### config.mk
export PLATFORM = sky130hd
export DESIGN_NAME = voice_allocator
export DESIGN_NICKNAME = d
export VERILOG_FILES = /design/src/rtl/chords_pkg.sv /design/src/rtl/voice_mixer.sv /design/src/rtl/voice_allocator.sv
export SDC_FILE = /design/constraint.sdc
export NUM_CORES = 1
export LEC_CHECK = 0
export CORE_AREA = 2 2 72 74
export DETAILED_ROUTE_END_ITERATION = 10
export DIE_AREA = 0 0 74 76
export DONT_BUFFER_PORTS = 1
export GPL_ROUTABILITY_DRIVEN = 0
export MAX_ROUTING_LAYER = met4
export PLACE_DENSITY_LB_ADDON = 0.3
export SYNTH_ARGS = -nofsm -noshare
export SYNTH_HDL_FRONTEND = slang
export SYNTH_SLANG_ARGS = --single-unit
### constraint.sdc
create_clock -name clk -period 10.4 [get_ports clk]
set_clock_uncertainty 0.1 [all_clocks]
set_input_delay 1.04 -clock clk [delete_from_list [all_inputs] [get_ports clk]]
set_output_delay 1.04 -clock clk [all_outputs]
set_load 0.005 [all_outputs]
### src/rtl/chords_pkg.sv
// Shared widths, sample type and allocation-decision encoding for the chord synth voices.
package chords_pkg;

    localparam int DEFAULT_SAMPLE_WIDTH = 16;
    localparam int DEFAULT_NOTE_WIDTH   = 6;

    typedef logic signed [DEFAULT_SAMPLE_WIDTH-1:0] sample_t;

    typedef enum logic [1:0] {
        ALLOC_NONE  = 2'd0,
        ALLOC_FREE  = 2'd1,
        ALLOC_STEAL = 2'd2,
        ALLOC_DROP  = 2'd3
    } alloc_kind_e;

endpackage

### src/rtl/voice_mixer.sv
// Sums all voice samples at a widened width and clamps the result to the signed output range.
module voice_mixer
    import chords_pkg::*;
#(
    parameter int NUM_VOICES   = 3,
    parameter int SAMPLE_WIDTH = DEFAULT_SAMPLE_WIDTH
) (
    input  logic [NUM_VOICES*SAMPLE_WIDTH-1:0] voice_sample,
    output logic [SAMPLE_WIDTH-1:0]            mix
);
    localparam int SUM_W = SAMPLE_WIDTH + $clog2(NUM_VOICES);
    localparam logic signed [SUM_W-1:0] MAX_S = {{(SUM_W-SAMPLE_WIDTH+1){1'b0}}, {(SAMPLE_WIDTH-1){1'b1}}};
    localparam logic signed [SUM_W-1:0] MIN_S = {{(SUM_W-SAMPLE_WIDTH+1){1'b1}}, {(SAMPLE_WIDTH-1){1'b0}}};

    logic signed [SUM_W-1:0] sum_s;

    // Sign-extend each voice before accumulating so the wide sum cannot wrap.
    always_comb begin
        sum_s = '0;
        for (int i = 0; i < NUM_VOICES; i++) begin
            sum_s = sum_s + SUM_W'(signed'(voice_sample[i*SAMPLE_WIDTH +: SAMPLE_WIDTH]));
        end
        if (sum_s > MAX_S) begin
            mix = MAX_S[SAMPLE_WIDTH-1:0];
        end else if (sum_s < MIN_S) begin
            mix = MIN_S[SAMPLE_WIDTH-1:0];
        end else begin
            mix = sum_s[SAMPLE_WIDTH-1:0];
        end
    end

endmodule

### src/rtl/voice_allocator.sv
// Polyphonic voice allocator: round-robin note dispatch, age-ranked voices, registered saturating mix.
// Build option: define VOICE_ALLOC_STEAL_EN to re-load the oldest voice when every voice is busy.
module voice_allocator
    import chords_pkg::*;
#(
    parameter int NUM_VOICES   = 3,
    parameter int SAMPLE_WIDTH = DEFAULT_SAMPLE_WIDTH,
    parameter int NOTE_WIDTH   = DEFAULT_NOTE_WIDTH
) (
    input  logic                               clk,
    input  logic                               reset,
    input  logic                               new_note,
    input  logic [NOTE_WIDTH-1:0]              note_in,
    input  logic [NUM_VOICES-1:0]              voice_done,
    input  logic [NUM_VOICES*SAMPLE_WIDTH-1:0] voice_sample,
    output logic [NUM_VOICES-1:0]              load,
    output logic [NOTE_WIDTH-1:0]              load_note,
    output logic [NUM_VOICES-1:0]              voice_busy,
    output logic                               player_available,
    output logic                               note_dropped,
    output logic [SAMPLE_WIDTH-1:0]            sample_out
);
    localparam int IDX_W = $clog2(NUM_VOICES);

    logic [NUM_VOICES-1:0]   load_q, load_d;
    logic [NOTE_WIDTH-1:0]   load_note_q, load_note_d;
    logic [NUM_VOICES-1:0]   busy_q, busy_d;
    logic [IDX_W-1:0]        rr_ptr_q, rr_ptr_d;
    logic [IDX_W-1:0]        rank_q [NUM_VOICES];
    logic [IDX_W-1:0]        rank_d [NUM_VOICES];
    logic                    note_dropped_q, note_dropped_d;
    logic [SAMPLE_WIDTH-1:0] sample_q, sample_d;

    logic [NUM_VOICES-1:0]   freed_s, eligible_s;
    logic                    found_s;
    logic [IDX_W-1:0]        cand_s, pick_s, victim_s, target_s;
    logic [IDX_W-1:0]        below_s [NUM_VOICES];
    alloc_kind_e             kind_s;
    logic [SAMPLE_WIDTH-1:0] mix_s;

    voice_mixer #(
        .NUM_VOICES   (NUM_VOICES),
        .SAMPLE_WIDTH (SAMPLE_WIDTH)
    ) u_mixer (
        .voice_sample (voice_sample),
        .mix          (mix_s)
    );

    // Round-robin search for the first free voice; a voice finishing this cycle counts as free.
    always_comb begin
        freed_s    = voice_done & busy_q;
        eligible_s = ~busy_q | freed_s;
        found_s    = 1'b0;
        pick_s     = '0;
        cand_s     = '0;
        for (int off = 0; off < NUM_VOICES; off++) begin
            cand_s = IDX_W'((int'(rr_ptr_q) + off) % NUM_VOICES);
            if (!found_s && eligible_s[cand_s]) begin
                found_s = 1'b1;
                pick_s  = cand_s;
            end else begin
                found_s = found_s;
            end
        end
    end

    // Classify the request; the oldest busy voice always carries the top rank.
    always_comb begin
        victim_s = '0;
        for (int i = 0; i < NUM_VOICES; i++) begin
            if (rank_q[i] == IDX_W'(NUM_VOICES - 1)) begin
                victim_s = IDX_W'(i);
            end else begin
                victim_s = victim_s;
            end
        end
        if (!new_note) begin
            kind_s = ALLOC_NONE;
        end else if (found_s) begin
            kind_s = ALLOC_FREE;
        end else begin
`ifdef VOICE_ALLOC_STEAL_EN
            kind_s = ALLOC_STEAL;
`else
            kind_s = ALLOC_DROP;
`endif
        end
        target_s = (kind_s == ALLOC_STEAL) ? victim_s : pick_s;
    end

    // Per voice, count finishing voices that were younger, to keep busy ranks contiguous from 0.
    always_comb begin
        for (int i = 0; i < NUM_VOICES; i++) begin
            below_s[i] = '0;
            for (int j = 0; j < NUM_VOICES; j++) begin
                if (freed_s[j] && (rank_q[j] < rank_q[i])) begin
                    below_s[i] = below_s[i] + IDX_W'(1);
                end else begin
                    below_s[i] = below_s[i];
                end
            end
        end
    end

    // Next-state: load strobe, occupancy, pointer, drop pulse and age ranks.
    always_comb begin
        load_d         = '0;
        load_note_d    = '0;
        busy_d         = busy_q & ~freed_s;
        rr_ptr_d       = rr_ptr_q;
        note_dropped_d = (kind_s == ALLOC_DROP);
        sample_d       = mix_s;
        if ((kind_s == ALLOC_FREE) || (kind_s == ALLOC_STEAL)) begin
            load_d[target_s] = 1'b1;
            load_note_d      = note_in;
            busy_d[target_s] = 1'b1;
            rr_ptr_d         = (target_s == IDX_W'(NUM_VOICES - 1)) ? '0 : target_s + IDX_W'(1);
        end else begin
            rr_ptr_d = rr_ptr_q;
        end
        for (int i = 0; i < NUM_VOICES; i++) begin
            if (((kind_s == ALLOC_FREE) || (kind_s == ALLOC_STEAL)) && (IDX_W'(i) == target_s)) begin
                rank_d[i] = '0;
            end else if (busy_q[i] && !freed_s[i]) begin
                if ((kind_s == ALLOC_FREE) ||
                    ((kind_s == ALLOC_STEAL) && (rank_q[i] < rank_q[target_s]))) begin
                    rank_d[i] = rank_q[i] - below_s[i] + IDX_W'(1);
                end else begin
                    rank_d[i] = rank_q[i] - below_s[i];
                end
            end else begin
                rank_d[i] = '0;
            end
        end
    end

    // State register with synchronous active-low reset.
    always_ff @(posedge clk) begin
        if (!reset) begin
            load_q         <= '0;
            load_note_q    <= '0;
            busy_q         <= '0;
            rr_ptr_q       <= '0;
            note_dropped_q <= 1'b0;
            sample_q       <= '0;
            for (int i = 0; i < NUM_VOICES; i++) begin
                rank_q[i] <= '0;
            end
        end else begin
            load_q         <= load_d;
            load_note_q    <= load_note_d;
            busy_q         <= busy_d;
            rr_ptr_q       <= rr_ptr_d;
            note_dropped_q <= note_dropped_d;
            sample_q       <= sample_d;
            rank_q         <= rank_d;
        end
    end

    // A strobe already in flight is suppressed as soon as reset goes low.
    assign load             = load_q & {NUM_VOICES{reset}};
    assign load_note        = load_note_q & {NOTE_WIDTH{reset}};
    assign voice_busy       = busy_q;
    assign player_available = ~&busy_q;
    assign note_dropped     = note_dropped_q;
    assign sample_out       = sample_q;

endmodule

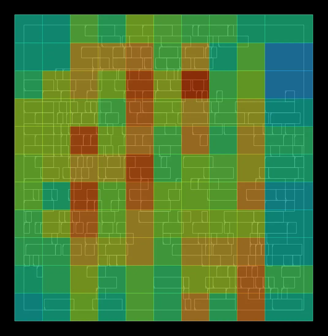
Figure 1: run 1, routing congestion.
global-route usage over all layers: 17.21%
Most Crowded Layer GR: met2
met1 usage: 19.93%
global routing usage on met3: 5.159%

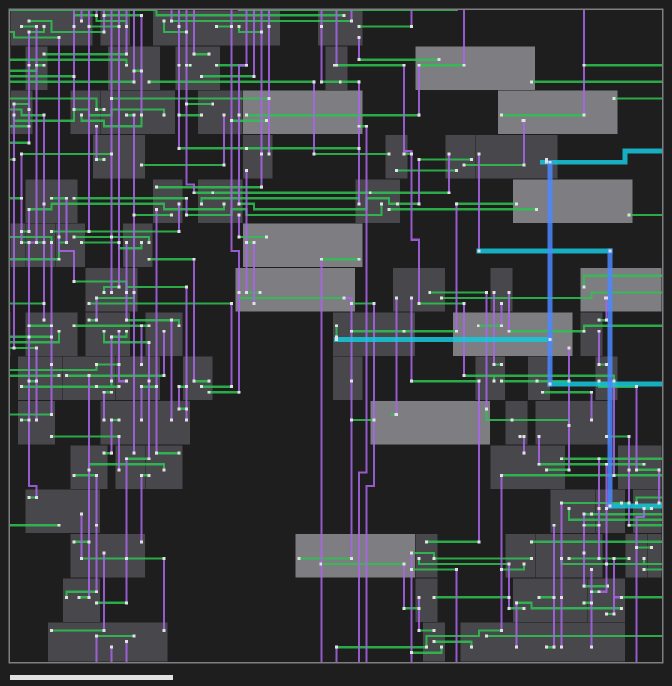
Figure 2: run 1, zoomed window.
Scale bar: 10 um. Window x 17 to 57, y 3 to 43 um. Cells in gray, sequential cells in the stronger gray; small squares are vias.
[met1] green
[met2] purple
[met3] cyan
[met4] blue
sequential cells in the window: 10
cells with their middle in the window: 75
most frequent: dfxtp_1 (10), nand2_1 (8)
netlist names of flops here include: `sample_out` (6), `rr_ptr_q` (2)

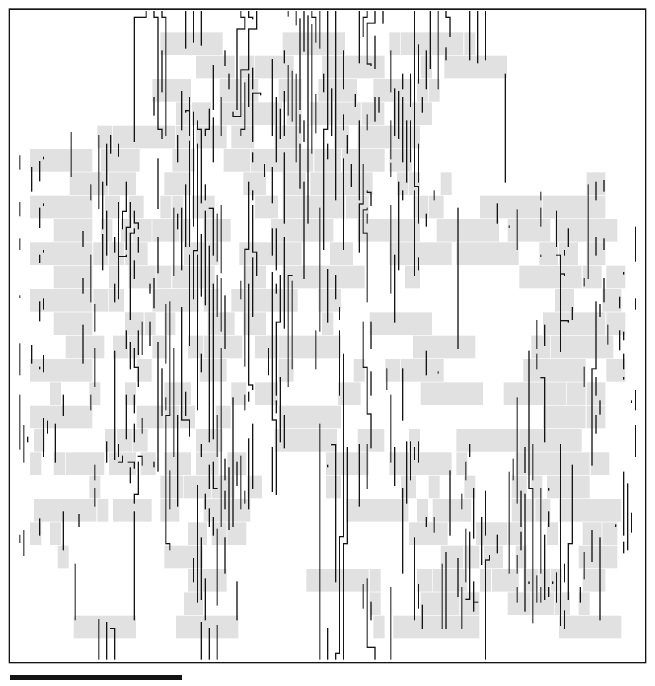
Figure 3: run 1, metal 2.
Scale bar: 20 um.
main direction: vertical
share of all routed wire: 48%
nets with wire on the layer: 307

==> results.sh, run 1 <==
# flow metrics
export IMPL_outcome="complete, no violations"
export IMPL_top_area_cell="dfxtp_1"
export IMPL_finalSetupTns_ns=0
export IMPL_crit_required_ns=10.44
export IMPL_maxClockFrequency_mhz=255.0
export IMPL_power_frac_clock_pct=19.3
export IMPL_yosys_warnings=0
export IMPL_crit_fanout=15
export IMPL_area_growth_pct=5.635
export IMPL_post_cts_setup_buffers=0
export IMPL_cts_resized=0
export IMPL_rrSetupSlack_ns=8.17
export IMPL_synthFlopType="dfxtp_1"
export IMPL_ys_cells=250
export IMPL_drive_above_1_share_pct=6.800
export IMPL_final_seq_area_um2=620.6
export IMPL_critPathLaunch="voice_sample[1]"
export IMPL_seqPwrFrac_pct=38.1
export IMPL_regToRegStartpoint="rr_ptr_q[0]"
export IMPL_drt_total_wl_um=4549
export IMPL_p_leak_nw=1.070
export IMPL_diodes=0
export IMPL_irDropWorstVdd_mv=0.06582
export IMPL_fin_crit_ns=3.922
export IMPL_top_cell_area_share_pct=26.37
export IMPL_dp_hpwl_um=3720
export IMPL_min_period_over_period_pct=37.71
export IMPL_cts_tree="built"
export IMPL_cts_made_buffers=5
export IMPL_floorplan_nets=345
export IMPL_edf_count=0
export IMPL_hold_path_class="register to register"
export IMPL_cp_start_kind="input port"
export IMPL_slew_limit_headroom_pct=67.05
export IMPL_cts_path_max_buffers=2
export IMPL_cts_clk_slew_worst_paths_ns=0.06
export IMPL_firstDrtPassIters=4
export IMPL_hp_start="rr_ptr_q[0]"
export IMPL_grt_max_degree=23
export IMPL_crit_type="input port to register"
export IMPL_p_per_area_mw_per_mm2=191.8
export IMPL_fin_hold_ws_ns=0.3816
export IMPL_insertion_delay_ns=0.28
export IMPL_switching_power_w=0.0001833
export IMPL_fp_dieW_um=74
export IMPL_cp_end_kind="register"
-- run 1: cells in the final DEF, fill, tap and decap left out, drive strengths merged, types with 4 or more instances in the layout --
master,Yosys,layout
a21o,6,6
a21oi,18,18
and2,15,15
clkbuf,3,6
dfxtp,31,31
fa,17,17
ha,18,18
inv,21,21
nand2,23,23
nand3,7,7
nor2,6,6
nor2b,6,6
o211ai,4,4
o21ai,15,15
o31ai,11,11
xnor2,6,6
xor2,6,6
-- run 1: critical path: cells and delay by family --
family / cells / cell delay, ns
AND-OR/OR-AND: 6 / 1.67
buffers and inverters: 2 / 0.07
adder cells (fa/ha/maj): 3 / 1.17
-- run 1: power groups by stage --
stage,logic [W],clock network [W],registers (W)
2_1_floorplan,0.000175,0,0.000174
3_3_place_gp,0.000198,0,0.000186
3_5_place_dp,0.000203,0,0.000185
4_1_cts,0.000204,0.0000955,0.000183
5_1_grt,0.000228,0.000102,0.000185
6_report,0.000203,0.0000922,0.000182
-- run 1: layer usage --
metal	vias up	share of wire [%]	global-route usage, %	routed length [um]
met1	823	44	19.93	1984
li1	873	-	-	-
met3	12	6.4	5.159	290
met4	0	1.6	4.364	74
met5	-	0	-	0
met2	63	48	28.75	2199
-- run 1: registers in the layout, summed over array words and instances, names as in the netlist --
| signal | count |
|---|---|
| voice_busy | 3 |
| sample_out | 16 |
| load_q | 3 |
| rr_ptr_q | 2 |
| load_note_q | 6 |
| note_dropped | 1 |
-- run 1: per-stage QoR --
| stage | std cells | setup WS (ns) | utilization [%] | instance area (um^2) |
|---|---|---|---|---|
| after global routing | 320 | 6.303 | 50.61 | 2486 |
| after global placement | 313 | 6.248 | 48.83 | 2399 |
| final | 320 | 6.478 | 50.61 | 2486 |
| after CTS | 320 | 6.488 | 50.61 | 2486 |
| after floorplan | 250 | 6.394 | - | 2354 |
| after detailed placement | 313 | 6.195 | 48.83 | 2399 |
-- run 1: logic make-up after synthesis --
kind of cell | after synthesis | synth area share, %
xor+xnor | 12 | 4.466
simple gates | 72 | 16.69
compound gates | 70 | 22.38
buf+inv | 28 | 5.157
flops | 31 | 26.37
fa+ha+maj | 37 | 24.93
-- run 1: final timing paths --
check / endpoint / cells after the start
max: sample_out[12] / 11
min: rr_ptr_q[0] / 2
max reg2reg: rr_ptr_q[1] / 7
min reg2reg: rr_ptr_q[0] / 2
-- run 1: final cells by class --
class                   count  area share (%)
clock buffers               6           3.322
clock inverters             1          0.2013
inverters                  21           3.171
multi-input cells         191           64.82
flip-flops and latches     31           24.96
well taps                  70           3.523
==> run 2: changes to the inputs <==
Clock period 10.4 ns to 3.93 ns, I/O delays scaled along.
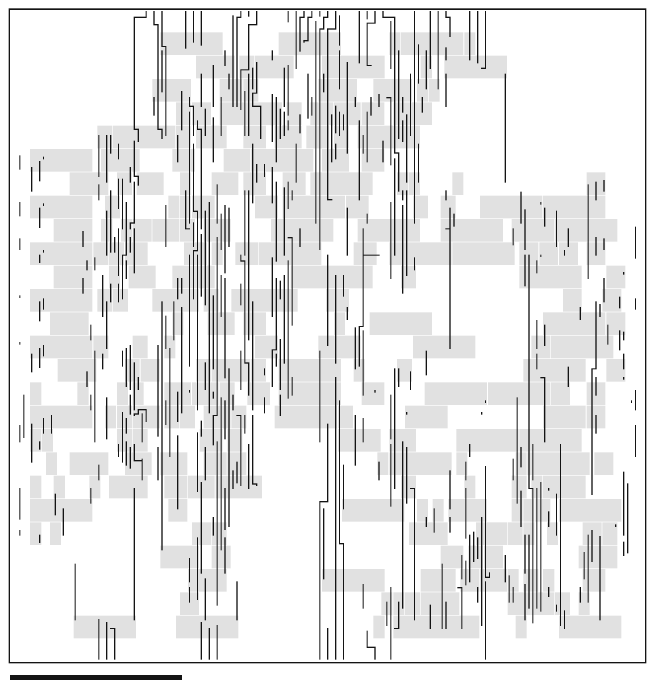
Figure 4: run 2, metal 2.
Scale bar: 20 um.
longest straight run: 32.8 um
share of all routed wire: 49%
nets with wire on the layer: 297
met2 Usage GRT: 27.32%
routed vias: 1754
Post-Route WL: 4455 um

==> run 2 against run 1 <==
Compared with the run above:
- global-route usage is 0.42 points lower
- worst setup slack worse by 5.8 ns
- flip-flop count stayed put
- highest routed layer unchanged
- synthesized area stayed put
- cell count stayed put
- die size stayed put
- first-iteration DRC count stayed put
- critical endpoint is now sample_out[8]
- utilization stayed put
- synthesized cell count stayed put
==> results.sh, run 2 <==
# flow metrics
export IMPL_lay_top_count="dfxtp_1"
export IMPL_area_growth_pct=5.635
export IMPL_cts_tree="built"
export IMPL_crit_type="input port to register"
export IMPL_ys_cells=250
export IMPL_final_cells=320
export IMPL_floorplan_nets=345
export IMPL_post_cts_setup_buffers=0
export IMPL_cts_path_max_buffers=2
export IMPL_largest_register_ffs=16
export IMPL_maxClockFrequency_mhz=304.7
export IMPL_cts_root_buffer="clkbuf_8"
export IMPL_drtIter0Drc=33
export IMPL_finalSetupTns_ns=0
export IMPL_diodes=0
export IMPL_hold_path_class="input port to register"
export IMPL_dp_hpwl_um=3684
export IMPL_slew_limit_headroom_pct=65.96
export IMPL_cts_clk_slew_worst_paths_ns=0.06
export IMPL_cts_made_buffers=5
export IMPL_firstDrtPassIters=4
export IMPL_crit_fanout=15
export IMPL_p_per_area_mw_per_mm2=506.2
export IMPL_cts_resized=0
export IMPL_synthFlopType="dfxtp_1"
export IMPL_dp_cells=313
export IMPL_grt_max_degree=23
export IMPL_edf_count=0
export IMPL_fin_hold_ws_ns=0.1235
export IMPL_cp_start_kind="input port"
export IMPL_p_leak_nw=1.070
export IMPL_crit_required_ns=3.97
export IMPL_outcome="complete, no violations"
export IMPL_insertion_delay_ns=0.27
export IMPL_irDropWorstVdd_mv=0.1705
export IMPL_top_cell_area_share_pct=26.37
export IMPL_track_usage_pct=16.79
[run 2: cell counts in the layout (fill, tap and decap cells not counted)]
Identical to the previous run, type by type.
[run 2: metrics by stage]
step | utilization [%] | setup slack, ns | area, um^2 | power (W)
2_1_floorplan | - | 0.5714 | 2354 | 0.0009219
5_1_grt | 50.61 | 0.4560 | 2486 | 0.001362
6_report | 50.61 | 0.6480 | 2486 | 0.001258
3_3_place_gp | 48.83 | 0.4247 | 2399 | 0.001018
4_1_cts | 50.61 | 0.6642 | 2486 | 0.001271
3_5_place_dp | 48.83 | 0.3724 | 2399 | 0.001026
[run 2: area by class of cell]
type / count / area (um^2)
clock buffer: 6 / 82.58
fill: 478 / 2426
clock inverter: 1 / 5.005
multi-input combinational: 191 / 1612
inverter: 21 / 78.83
sequential: 31 / 620.6
tap: 70 / 87.58
[run 2: where the power goes]
part / leakage, nW / internal [W] / switching, W
Combinational: 0.766 / 0.000224 / 0.000313
Clock: 0.0470 / 0.000137 / 0.000104
Sequential: 0.257 / 0.000416 / 0.0000646
[run 2: path summary, 6_finish.rpt]
path / start / to / slack (ns) / cells after the start
max: voice_sample[1] / sample_out[8] / 0.65 / 11
min: reset / voice_busy[0] / 0.12 / 2
max reg2reg: rr_ptr_q[0] / rr_ptr_q[1] / 1.69 / 7
min reg2reg: rr_ptr_q[0] / rr_ptr_q[0] / 0.38 / 2
[run 2: cells by family (layout without fill, tap and decap cells)]
| group | Yosys count | in the layout | share of synthesized area [%] |
|---|---|---|---|
| compound gates | 70 | 70 | 22.38 |
| xor+xnor | 12 | 12 | 4.466 |
| fa+ha+maj | 37 | 37 | 24.93 |
| buf+inv | 28 | 28 | 5.157 |
| flops | 31 | 31 | 26.37 |
| simple gates | 72 | 72 | 16.69 |
[run 2: worst max-delay path, stage by stage]
cell and delay, ns:
inv_1 0.03, fa_1 0.53, inv_1 0.04, ha_1 0.23
fa_1 0.41, a21o_1 0.19, a221o_1 0.38, a21oi_1 0.31
o211ai_2 0.20, a22oi_4 0.47, o31ai_1 0.14
[run 2: routing by layer]
layer	routed length, um	GRT usage (%)	vias up
met1	1959	20.34	812
met2	2162	27.32	59
met5	0	-	-
met4	42	4.909	0
li1	-	-	876
met3	291	4.233	7
==> run 3: changes to the inputs <==
Clock period 3.93 ns to 2.9 ns, I/O delays scaled along.
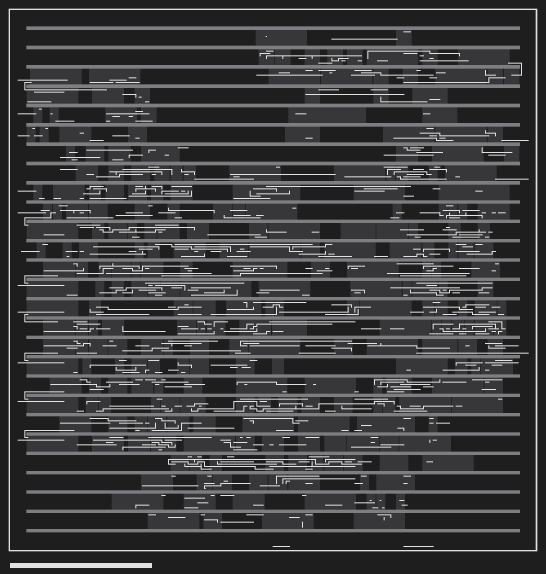
Figure 5: run 3, met1 routing.
Scale bar: 20 um. Supply wires on this layer in gray.
wire length on this layer: 1960 um
share of all routed wire: 42%
nets with wire on the layer: 321
main direction: horizontal
routed vias: 1835
Post-Route WL: 4623 um
met1 usage: 21.38%

==> run 3 against run 2 <==
Compared with the run above:
- the run now ends with negative setup slack left
- count of clock-buffer cells in the layout unchanged
- flip-flop count unchanged
- synthesized cell count is the same
- critical path type unchanged
==> results.sh, run 3 <==
# flow metrics
export IMPL_drive_above_1_share_pct=16.73
export IMPL_setup_violations=12
export IMPL_synthFlopType="dfxtp_1"
export IMPL_grt_pass1_vias=1810
export IMPL_crit_required_ns=2.95
export IMPL_maxClockFrequency_mhz=342.1
export IMPL_p_leak_nw=1.209
export IMPL_final_cell_area_mm2=0.002751
export IMPL_area_growth_pct=16.91
export IMPL_insertion_delay_ns=0.28
export IMPL_ys_cells=250
export IMPL_hold_path_class="input port to register"
export IMPL_drtIter0Drc=30
export IMPL_top_area_cell="dfxtp_1"
export IMPL_htreeDepth=2
export IMPL_firstDrtPassIters=4
export IMPL_finalSetupTns_ns=-0.1484
export IMPL_violations="negative setup slack"
export IMPL_lay_top_count="dfxtp_1"
export IMPL_p_per_area_mw_per_mm2=714.8
export IMPL_fp_dieW_um=74
export IMPL_lay_top_cells="dfxtp_1, nand2_1, buf_4"
export IMPL_slew_limit_headroom_pct=66.47
export IMPL_irDropWorstVdd_mv=0.2983
export IMPL_cp_cell_sequence="inv_8 > fa_1 > inv_1 > ha_2 > fa_2 > a21o_1 > a221o_1 > a2111oi_4 > and4b_4 > o2111ai_4 > buf_12 > o31ai_1"
export IMPL_cts_made_buffers=5
export IMPL_worst_slack_ns=-0.02295
export IMPL_track_usage_pct=17.99
export IMPL_finalPower_w=0.001967
export IMPL_slowest_delay_ns=0.52
export IMPL_cts_path_max_buffers=2
export IMPL_cts_clk_slew_worst_paths_ns=0.06
export IMPL_crit_type="input port to register"
export IMPL_cp_end_kind="register"
export IMPL_pre_cts_ws_ns=-0.3809
export IMPL_largest_register_ffs=16
export IMPL_cp_start_kind="input port"
export IMPL_crit_buf_inv=3
export IMPL_fin_hold_ws_ns=0.02597
export IMPL_dp_hpwl_um=3933
export IMPL_grt_pass1_wl_um=7872
export IMPL_crit_fanout=15
export IMPL_cts_root_buffer="clkbuf_8"
export IMPL_edf_count=0
export IMPL_outcome="finished with violations"
export IMPL_grt_max_degree=23
export IMPL_slowest_stage="fa_1"
[run 3: cell types whose count changed in the layout (fill, tap and decap cells not counted), sizes merged]
cell | before | now
bufinv | 0 | 1
buf | 0 | 24
[run 3: metal layers]
layer	share of wire, %	global-route usage [%]
met5	0	-
met4	1.3	4.909
met3	5.5	3.571
met2	51	30.54
met1	42	21.38
[run 3: final cells by class]
cell class | count | area (um^2)
Clock buffer | 6 | 82.58
Clock inverter | 2 | 35.03
Fill cell | 457 | 2161
Inverter | 21 | 86.33
Multi-Input combinational cell | 191 | 1634
Sequential cell | 31 | 620.6
Tap cell | 70 | 87.58
Timing Repair Buffer | 24 | 205.2
[run 3: final timing paths]
kind | startpoint | end | slack [ns] | depth (start not counted)
max | voice_sample[1] | sample_out[9] | -0.02 | 12
min | reset | voice_busy[0] | 0.03 | 2
max reg2reg | rr_ptr_q[0] | rr_ptr_q[1] | 0.67 | 7
min reg2reg | rr_ptr_q[0] | rr_ptr_q[0] | 0.39 | 2
[run 3: cell families after synthesis]
family	share of synthesized area (%)
XOR/XNOR	4.466
buffers and inverters	5.157
adder cells (fa/ha/maj)	24.93
flip-flops	26.37
AND-OR/OR-AND	22.38
AND/OR/NAND/NOR	16.69
[run 3: report_power, final]
part	internal, W	switching [W]	total [W]
logic	0.000432	0.000458	0.000890
clock network	0.000278	0.000151	0.000428
registers	0.000563	0.0000852	0.000648
total	0.00127	0.000694	0.00197
[run 3: metrics by stage]
step	cells	utilization, %
after floorplan	250	-
after global placement	336	53.11
after detailed placement	336	53.11
after CTS	345	55.76
after global routing	345	56.01
final	345	56.01
[run 3: what timing repair did]
item                       CTS  global route
setup endpoints to repair   15            15
setup buffers                1             0
pin swaps                    1             0
gates resized                1             1

==> layout pictures side by side <==
Cells by drive strength.
Scale bar: 20 um.
Plate I
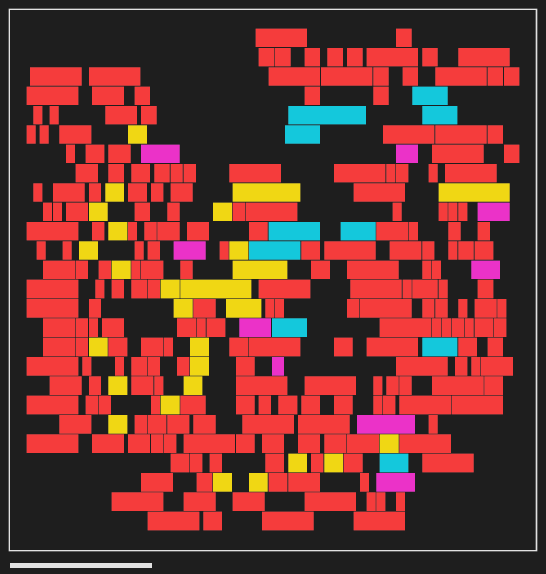
Plate II
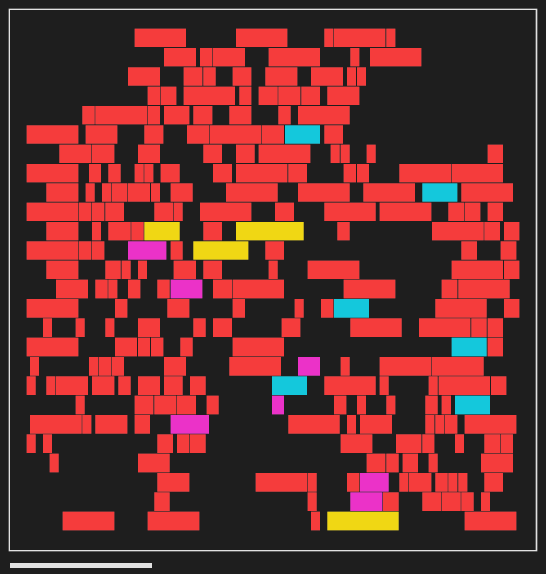
run 1: Plate II
run 3: Plate I

Key to Plate I:
[drive 1 or less] red | cells: 229 | most used: dfxtp_1
[drive 6 and up] cyan | cells: 10 | most used: clkbuf_8
[drive 3 to 4] yellow | cells: 27 | most used: buf_4
[drive 2] magenta | cells: 9

No activity file was given, so power comes from the tool's default toggle rates.
